File: src/rtl/pal_cfg_pkg.sv
// Shared types and constants for the PAL config-chain loader.
// Optional CRC check is built in when PAL_CFG_CRC_EN is defined.
package pal_cfg_pkg;

    typedef enum logic [2:0] {
        IDLE,
        CLEAR,
        LOAD,
        CHECK,
        DONE,
        ERROR
    } state_t;

    localparam logic [7:0] CRC8_POLY = 8'h07;
    localparam logic [7:0] CRC8_INIT = 8'h00;

    // Number of host bytes needed to carry len chain bits.
    function automatic int nbytes(input int len);
        return (len + 7) / 8;
    endfunction

endpackage

File: src/rtl/pal_cfg_loader_if.sv
// Host/chain signal bundle for pal_cfg_loader.
// master: host side (start + byte stream in, status/chain out).
// slave:  the loader itself.
interface pal_cfg_loader_if;
    logic       start;
    logic [7:0] in_data;
    logic       in_valid;
    logic       in_ready;
    logic       cfg_bit;
    logic       cfg_shift;
    logic       cfg_clr;
    logic       cfg_en;
    logic       busy;
    logic       done;
    logic       err;

    modport master (
        output start, in_data, in_valid,
        input  in_ready, cfg_bit, cfg_shift, cfg_clr, cfg_en, busy, done, err
    );

    modport slave (
        input  start, in_data, in_valid,
        output in_ready, cfg_bit, cfg_shift, cfg_clr, cfg_en, busy, done, err
    );
endinterface

File: src/rtl/pal_crc8_serial.sv
// Bit-serial CRC-8 (poly 0x07, MSB-first, no reflection, no xor-out).
// Only instantiated when PAL_CFG_CRC_EN is defined.
module pal_crc8_serial
    import pal_cfg_pkg::*;
(
    input  logic       clk,
    input  logic       res,
    input  logic       i_clr,
    input  logic       i_en,
    input  logic       i_bit,
    output logic [7:0] o_crc
);
    logic [7:0] r_crc;
    logic       w_fb;

    assign w_fb  = r_crc[7] ^ i_bit;
    assign o_crc = r_crc;

    // One LFSR step per payload bit shifted into the chain.
    always_ff @(posedge clk) begin
        if (res || i_clr) begin
            r_crc <= CRC8_INIT;
        end else if (i_en) begin
            r_crc <= {r_crc[6:0], 1'b0} ^ (w_fb ? CRC8_POLY : 8'h00);
        end
    end
endmodule

File: src/rtl/pal_cfg_loader.sv
// Loads the PAL fabric's LEN-bit config shift chain from a host byte stream.
// Clears the chain, shifts bytes MSB-first with one-cycle strobes, then
// enables the fabric. Define PAL_CFG_CRC_EN to require a trailing CRC-8 byte.
//
//  state | meaning
//  IDLE  | waiting for start
//  CLEAR | one-cycle chain clear
//  LOAD  | accepting bytes and shifting payload bits
//  CHECK | compare received CRC with computed CRC (CRC build only)
//  DONE  | chain applied to fabric
//  ERROR | CRC mismatch, chain not applied
module pal_cfg_loader
    import pal_cfg_pkg::*;
#(
    parameter int LEN = 8
) (
    input logic             clk,
    input logic             res,
    pal_cfg_loader_if.slave bus
);
    localparam int NB = nbytes(LEN);
    localparam int CW = $clog2(LEN + 1);
    localparam int BW = $clog2(NB + 1);

    state_t        r_state;
    state_t        w_next;
    logic [7:0]    r_byte;
    logic          r_full;
    logic [2:0]    r_idx;
    logic [CW-1:0] r_cnt;
    logic [BW-1:0] r_bcnt;
    logic          w_shift;
    logic          w_last_shift;
    logic          w_more;
    logic          w_ready;
    logic          w_acc;
    logic          w_bit;
    logic          w_cnt_full;
    logic          w_payload_acc;

    assign w_shift       = (r_state == LOAD) && r_full;
    assign w_last_shift  = w_shift && ((r_idx == 3'd7) || (r_cnt == CW'(LEN - 1)));
    assign w_cnt_full    = (r_cnt == CW'(LEN));
    assign w_bit         = w_shift ? r_byte[~r_idx] : 1'b0;
    assign w_payload_acc = w_acc && (r_bcnt != BW'(NB));

`ifdef PAL_CFG_CRC_EN
    logic [7:0] r_crc_rx;
    logic       r_crc_got;
    logic [7:0] w_crc;

    // Once all payload bytes are in, one more byte (the CRC) is accepted.
    assign w_more = (r_bcnt != BW'(NB)) || !r_crc_got;

    pal_crc8_serial u_crc (
        .clk   (clk),
        .res   (res),
        .i_clr (r_state == CLEAR),
        .i_en  (w_shift),
        .i_bit (w_bit),
        .o_crc (w_crc)
    );

    // Capture the trailing CRC byte; it never enters the chain.
    always_ff @(posedge clk) begin
        if (res || (r_state == CLEAR)) begin
            r_crc_rx  <= 8'h00;
            r_crc_got <= 1'b0;
        end else if (w_acc && (r_bcnt == BW'(NB))) begin
            r_crc_rx  <= bus.in_data;
            r_crc_got <= 1'b1;
        end
    end
`else
    assign w_more = (r_bcnt != BW'(NB));
`endif

    // Ready on the last shift of the current byte too, so a steady stream has no bubbles.
    assign w_ready = (r_state == LOAD) && w_more && (!r_full || w_last_shift);
    assign w_acc   = w_ready && bus.in_valid;

    // Byte register, in-byte bit index, total shift count and byte count.
    always_ff @(posedge clk) begin
        if (res || (r_state == CLEAR)) begin
            r_byte <= 8'h00;
            r_full <= 1'b0;
            r_idx  <= 3'd0;
            r_cnt  <= '0;
            r_bcnt <= '0;
        end else begin
            if (w_shift) begin
                r_cnt <= r_cnt + 1'b1;
                r_idx <= r_idx + 1'b1;
            end
            if (w_payload_acc) begin
                r_byte <= bus.in_data;
                r_full <= 1'b1;
                r_idx  <= 3'd0;
                r_bcnt <= r_bcnt + 1'b1;
            end else if (w_last_shift) begin
                r_full <= 1'b0;
            end
        end
    end

    // State register.
    always_ff @(posedge clk) begin
        if (res) begin
            r_state <= IDLE;
        end else begin
            r_state <= w_next;
        end
    end

    // Next-state decode; start is only honoured from IDLE/DONE/ERROR.
    always_comb begin
        w_next = r_state;
        case (r_state)
            IDLE:  if (bus.start) w_next = CLEAR;
            CLEAR: w_next = LOAD;
`ifdef PAL_CFG_CRC_EN
            LOAD:  if (w_cnt_full && r_crc_got) w_next = CHECK;
            CHECK: w_next = (w_crc == r_crc_rx) ? DONE : ERROR;
`else
            LOAD:  if (w_cnt_full) w_next = DONE;
            CHECK: w_next = IDLE;
`endif
            DONE:  if (bus.start) w_next = CLEAR;
            ERROR: if (bus.start) w_next = CLEAR;
            default: w_next = IDLE;
        endcase
    end

    assign bus.in_ready  = w_ready;
    assign bus.cfg_shift = w_shift;
    assign bus.cfg_bit   = w_bit;
    assign bus.cfg_clr   = (r_state == CLEAR);
    assign bus.cfg_en    = (r_state == DONE);
    assign bus.done      = (r_state == DONE);
    assign bus.busy      = (r_state == CLEAR) || (r_state == LOAD) || (r_state == CHECK);
`ifdef PAL_CFG_CRC_EN
    assign bus.err       = (r_state == ERROR);
`else
    assign bus.err       = 1'b0;
`endif
endmodule

File: src/flat_wrapper.sv
// flat-port wrapper written by rule: the top's interface ports become plain ports
module pal_cfg_loader_flat import pal_cfg_pkg::*;
#(
    parameter int LEN = 8
)
  (clk, res, bus_start, bus_in_data, bus_in_valid, bus_in_ready, bus_cfg_bit, bus_cfg_shift, bus_cfg_clr, bus_cfg_en, bus_busy, bus_done, bus_err);
  pal_cfg_loader_if bus_i ();
  input logic clk;
  input logic res;
  input wire logic [$bits(bus_i.start)-1:0] bus_start;
  input wire logic [$bits(bus_i.in_data)-1:0] bus_in_data;
  input wire logic [$bits(bus_i.in_valid)-1:0] bus_in_valid;
  output wire logic [$bits(bus_i.in_ready)-1:0] bus_in_ready;
  output wire logic [$bits(bus_i.cfg_bit)-1:0] bus_cfg_bit;
  output wire logic [$bits(bus_i.cfg_shift)-1:0] bus_cfg_shift;
  output wire logic [$bits(bus_i.cfg_clr)-1:0] bus_cfg_clr;
  output wire logic [$bits(bus_i.cfg_en)-1:0] bus_cfg_en;
  output wire logic [$bits(bus_i.busy)-1:0] bus_busy;
  output wire logic [$bits(bus_i.done)-1:0] bus_done;
  output wire logic [$bits(bus_i.err)-1:0] bus_err;
  assign bus_i.start = bus_start;
  assign bus_i.in_data = bus_in_data;
  assign bus_i.in_valid = bus_in_valid;
  assign bus_in_ready = bus_i.in_ready;
  assign bus_cfg_bit = bus_i.cfg_bit;
  assign bus_cfg_shift = bus_i.cfg_shift;
  assign bus_cfg_clr = bus_i.cfg_clr;
  assign bus_cfg_en = bus_i.cfg_en;
  assign bus_busy = bus_i.busy;
  assign bus_done = bus_i.done;
  assign bus_err = bus_i.err;
  pal_cfg_loader #(.LEN(LEN)) u_core (.clk(clk), .res(res), .bus(bus_i));
endmodule
File: config.mk
export PLATFORM = sky130hd
export DESIGN_NAME = pal_cfg_loader_flat
export DESIGN_NICKNAME = d
export VERILOG_FILES = /design/src/rtl/pal_cfg_pkg.sv /design/src/rtl/pal_cfg_loader_if.sv /design/src/rtl/pal_crc8_serial.sv /design/src/rtl/pal_cfg_loader.sv /design/src/flat_wrapper.sv
export SDC_FILE = /design/constraint.sdc
export NUM_CORES = 1
export LEC_CHECK = 0
export CORE_MARGIN = 4
export CORE_UTILIZATION = 51
export DETAILED_ROUTE_END_ITERATION = 10
export PLACE_DENSITY_LB_ADDON = 0.05
export SETUP_SLACK_MARGIN = 0.2
export SYNTH_ARGS = -nofsm -noshare
export SYNTH_HDL_FRONTEND = slang
export SYNTH_SLANG_ARGS = --single-unit
File: constraint.sdc
create_clock -name clk -period 2.15 [get_ports clk]
set_input_delay 0.43 -clock clk [delete_from_list [all_inputs] [get_ports clk]]
set_output_delay 0.43 -clock clk [all_outputs]
set_load 0.02 [all_outputs]
Fig. 1: run 1, clock nets
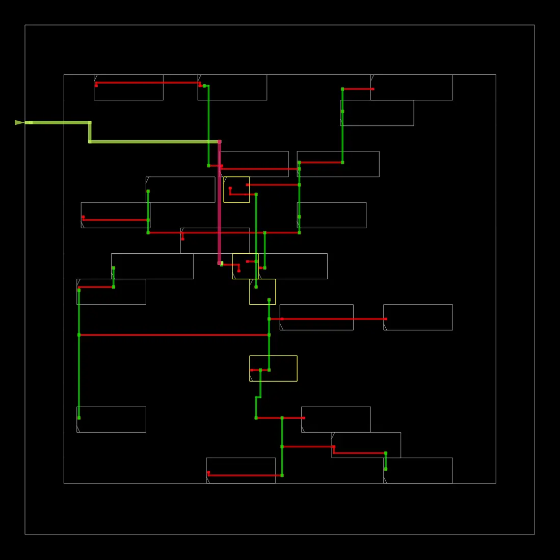
Final Skew: 0.00340 ns
Flops: 20
Clock net power: 0.219 mW
clock buffers: 4
Num CTS Buffers: 3

Fig. 2: run 1, wire density map
The bar under the picture is 20 um long. 11 x 11 tiles, from white (low) to dark blue (high), scaled to the fullest tile. Values are wire area over tile area, all layers added.
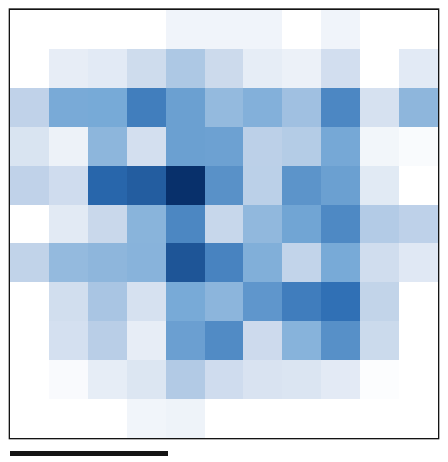
densest ninth of the die: middle
emptiest ninth of the die: bottom left
tiles over half the peak: 20%

==> summary.txt, run 1 <==
impl run done, here's what came out: ys flop type dfxtp_1, core footprint 2000 sq um, RSZ-0062 raised after global routing true, Avg Vias per Cell 5.25, CP bufs+invs 1, WL final roughly 2100 um, Post-Syn Area per Cell between 9 and 10 sq um, Crit path max-delay family multiplexers, layer with the highest usage met2, final setup fails 0, crit path capture type primary output, hold path depth 1, Clk pin slew, worst setup/hold paths 0.12 ns, signal buffers share of area a little under a fifth, AO/OA Area Share ~7.1%, design area 1400 sq um, yosys warns 0, seq pwr 0.387 mW, Seq/total area between 20 and 30%, Clock power frac 30.6%, CP Cell Sequence mux4_2, nand3b_1, nand2_1, buf_6, Post-synth EDFFs 0, PnR worst setup slack between 0.2 and 0.3 ns, status finished, final reports clean, H-tree level count 1, FF-to-FF Start u_core.r_cnt[0], largest net degree at the start of global routing 21, total grt overflow 0, fmax 526 MHz, Mux cell area share 16.1%, Largest stage delay, worst path 0.49 ns, CTS tree built, CP Depth 4, Adder Share, Synth 4.59%, hold path endpoint u_core.r_state[0], DRC errors left 0, DR top layer met4, FP Rows 16, post-synth cell types 30, Max-area cell share 36.7%, setup slack on the worst flop-to-flop path 0.42 ns, Max VDD drop between 0.3 and 0.4 mV, area grow syn2layout 28.1%, met3 routed WL about 100 um, register area 414 sq um, crit path launch u_core.r_idx[1], layout cells sized above 1 25.2%, TAP cells 27, fin. max-slew vios 0, heaviest power group registers, Layout Nets 152, HPWL Detailed 1510 um, comb area leader simple AND/OR/NAND/NOR gates, floorplan net count 126, Final Total Pwr 0.718 mW, clk sink count 20, Worst-Skew Late Latency slightly below 0.3 ns, M2 GR Usage between 20 and 30%, critical path arrival around 1.5 ns, most frequent cells after synthesis dfxtp_1 (20), nand3b_1 (20), mux2i_1 (13), inv_1 (6), nor3_1 (5), chip area 2940 sq um, clock period minus worst slack 1.90 ns, Iter 0 DRT Violations 11, GR Util met1 19.2%, Switching Fraction around 24%, I/O pin count 20, Finished Layout Cells 162, end of the critical path bus_cfg_bit, GPL Wtd Cong between 0.6 and 0.7, hold wc startpoint u_core.r_state[1], antenna cells 0, Fin. Hold Viols 0, Util after Layout 69.8%, number of logic gates 75, Hold Path Class reg -> reg, worst reg2reg path depth 6, Syn Inst Count 110, Critical Path Source Type flop, CP Class reg -> out, nonclk inv count 6
Fig. 3: run 1, clock network drawn from the DEF
The bar under the picture is 20 um long.
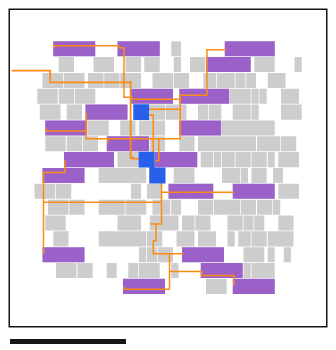
legend:
  clock-net drivers:
    colour: blue
    count: 3
  flip-flops:
    colour: purple
    count: 20
  clock wires:
    colour: orange
    length: 245 um
routed clock nets: 4

## run 1: cells in the final DEF (no fill, tap or decap), drive strengths merged
cell	count
nand3	2
conb	1
clkdlybuf4s50	12
a2111oi	1
nor2	4
xnor2	2
nor4bb	1
ha	4
buf	14
nand2b	2
a211oi	1
or3b	3
a21o	1
mux2i	13
mux4	2
nand3b	20
nor3	5
inv	6
o21ba	1
dfxtp	20
and3	1
clkbuf	5
dlygate4sd2	2
nor2b	2
nand2	4
clkdlybuf4s15	1
a21oi	2
a31oi	1
o32ai	1
or3	1
## run 1: what timing repair did
action,in CTS,in global routing
buffers inserted,0,2
setup endpoints to repair,6,6
resized,16,14
pin swaps,0,1
cloned,0,1
Fig. 4: run 1, wiring by layer
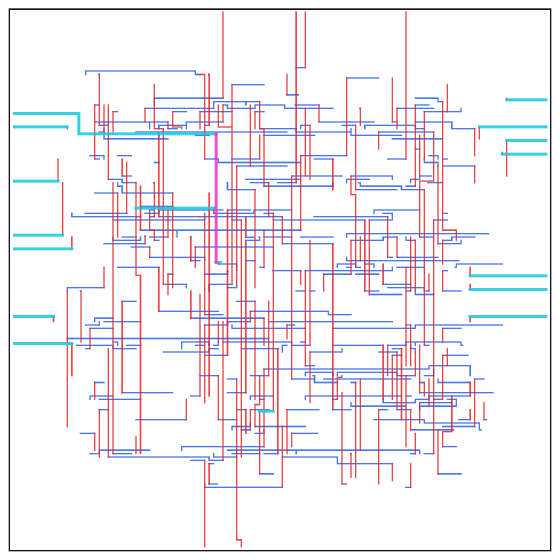

--- run 2 (diff from run 1) ---
--- a/config.mk
+++ b/config.mk
@@ -10,6 +10,7 @@
 export DETAILED_ROUTE_END_ITERATION = 10
 export PLACE_DENSITY_LB_ADDON = 0.05
 export SETUP_SLACK_MARGIN = 0.2
+export SLEW_MARGIN = 10
 export SYNTH_ARGS = -nofsm -noshare
 export SYNTH_HDL_FRONTEND = slang
 export SYNTH_SLANG_ARGS = --single-unit
==> constraint.sdc (replaced) <==
create_clock -name clk -period 2.15 [get_ports clk]
set_input_delay 0.5375 -clock clk [delete_from_list [all_inputs] [get_ports clk]]
set_output_delay 0.5375 -clock clk [all_outputs]
set_load 0.02 [all_outputs]
Fig. 5: run 2, wiring by layer
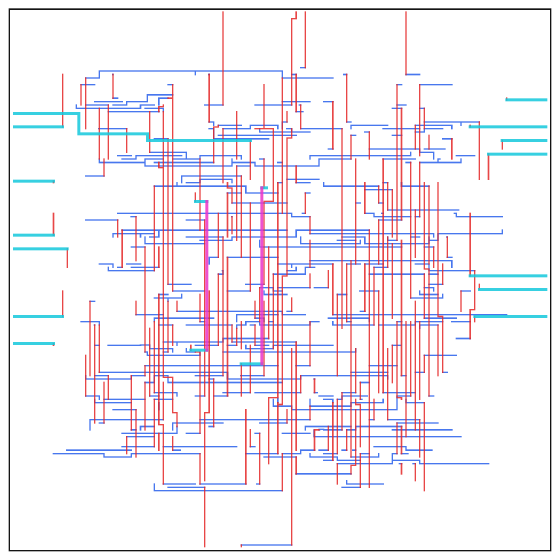
legend:
  M2:
    colour: red
    wire_length: 1150 um
  M4:
    colour: magenta
    wire_length: 32.6 um
  M1:
    colour: blue
    wire_length: 1060 um
  M3:
    colour: cyan
    wire_length: 101 um

Fig. 6: run 2, clock network drawn from the DEF
The bar under the picture is 20 um long.
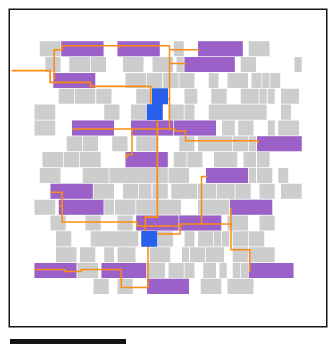
legend:
  clock wires:
    colour: orange
    length: 243 um
  flip-flops:
    colour: purple
    count: 20
  clock-net drivers:
    colour: blue
    count: 3
routed clock nets: 4

==> run 2 against run 1 <==
  * Clock skew rose by 0.0027 ns
  * Synthesized cell count unchanged
  * Clock power fell by about 20%
  * Design area rose by 2.2%
  * Die area unchanged
  * Largest power group unchanged
==> summary.txt, run 2 <==
impl run done, here's what came out: GR Util met1 23.1% (+3.9 points), FF-to-FF Start u_core.r_idx[0], hold path depth 2 (+1), Iter 0 DRT Violations 10 (-1), DRC errors left 0 (unchanged), most frequent cells after synthesis dfxtp_1 (20), nand3b_1 (20), mux2i_1 (13), inv_1 (6), nor3_1 (5), CTS tree built, signal buffers share of area 21.5% (+3.1 points), hold wc startpoint u_core.r_full, largest net degree at the start of global routing 21 (unchanged), Post-Syn Area per Cell 9.92 sq um (unchanged), layout cells sized above 1 31.9% (+6.7 points), nonclk inv count 6 (unchanged), HPWL Detailed 1680 um (+11%), cell taking the most area after synthesis dfxtp_1, seq pwr 0.386 mW (about the same), Mux cell area share 16.1% (unchanged), Layout Nets 159 (+4.6%), Hold Path Class reg -> reg, number of logic gates 75 (unchanged), ys flop type dfxtp_1, RSZ-0062 raised after global routing true, Clock net power 0.176 mW (-20%), I/O pin count 20 (unchanged), crit path launch u_core.r_idx[0], antenna cells 0 (unchanged), Post-synth EDFFs 0 (unchanged), reg-to-reg critical path endpoint u_core.r_byte[3], post-route ant nets 0, chip area 2940 sq um (unchanged), crit path capture type primary output, WL final 2340 um (+12%), total grt overflow 0 (unchanged), met3 routed WL 101 um (-1.9%), Num CTS Buffers 3 (unchanged), final setup fails 0 (unchanged), Final Skew 0.00614 ns (+0.00273 ns), yosys warns 0 (unchanged), Max VDD drop 0.298 mV (-24%), DR top layer met4, most frequent logic cell in the layout nand3b_1, TAP cells 27 (unchanged), Fin. Hold Viols 0 (unchanged), Critical Path Source Type flop, heaviest power group registers, AO/OA Area Share 7.11% (unchanged), Avg Vias per Cell 5.30 (+0.85%), Seq/total area 28.7% (-0.91 points), hold path endpoint u_core.r_full, area grow syn2layout 31.0%, H-tree level count 1 (unchanged), FP Rows 16 (unchanged), Clock power frac 25.9% (-4.7 points), GPL Wtd Cong 0.732 (+6.7%), status finished, final reports clean, layer with the highest usage met2, Syn Inst Count 110 (unchanged), floorplan net count 126 (unchanged), register area 410 sq um (-0.91%), clock buffers 3 (-1), M2 GR Usage 29.9% (+0.20 points), CP Class reg -> out, Top Layout Cells nand3b_1 (20), buf_4 (19), dfxtp_1 (14), mux2i_1 (13), clkdlybuf4s50_1 (11), Adder Share, Synth 4.59% (unchanged), setup slack on the worst flop-to-flop path 0.42 ns (about the same), comb area leader simple AND/OR/NAND/NOR gates, worst reg2reg path depth 7 (+1), fmax 503 MHz (-4.5%), Max-area cell share 36.7% (unchanged)
run 2: per-stage QoR:
| stage | cells | worst slack [ns] | instance area (sq um) | utilization [%] |
|---|---|---|---|---|
| final | 168 | 0.160 | 1430 | 71.4 |
| after global routing | 168 | 0.126 | 1430 | 71.4 |
| after CTS | 164 | 0.0555 | 1400 | 70.0 |
| after detailed placement | 160 | 0.0203 | 1360 | 68.1 |
| after floorplan | 110 | 0.270 | 1090 | - |
| after global placement | 160 | 0.0338 | 1360 | 68.1 |
run 2: timing repair:
action	in CTS	in global routing
pin swaps	2	2
setup buffers	1	4
hold buffers	0	0
hold endpoints to repair	0	0
gates resized	32	9
endpoints found under the setup margin	7	5
run 2: critical path: stages, from the launching register on:
cell	delay, ns
dfxtp_2	0.38
mux4_2	0.51
nand3_2	0.09
nand2_2	0.05
buf_6	0.12
Power is estimated from default activity; no workload was simulated.
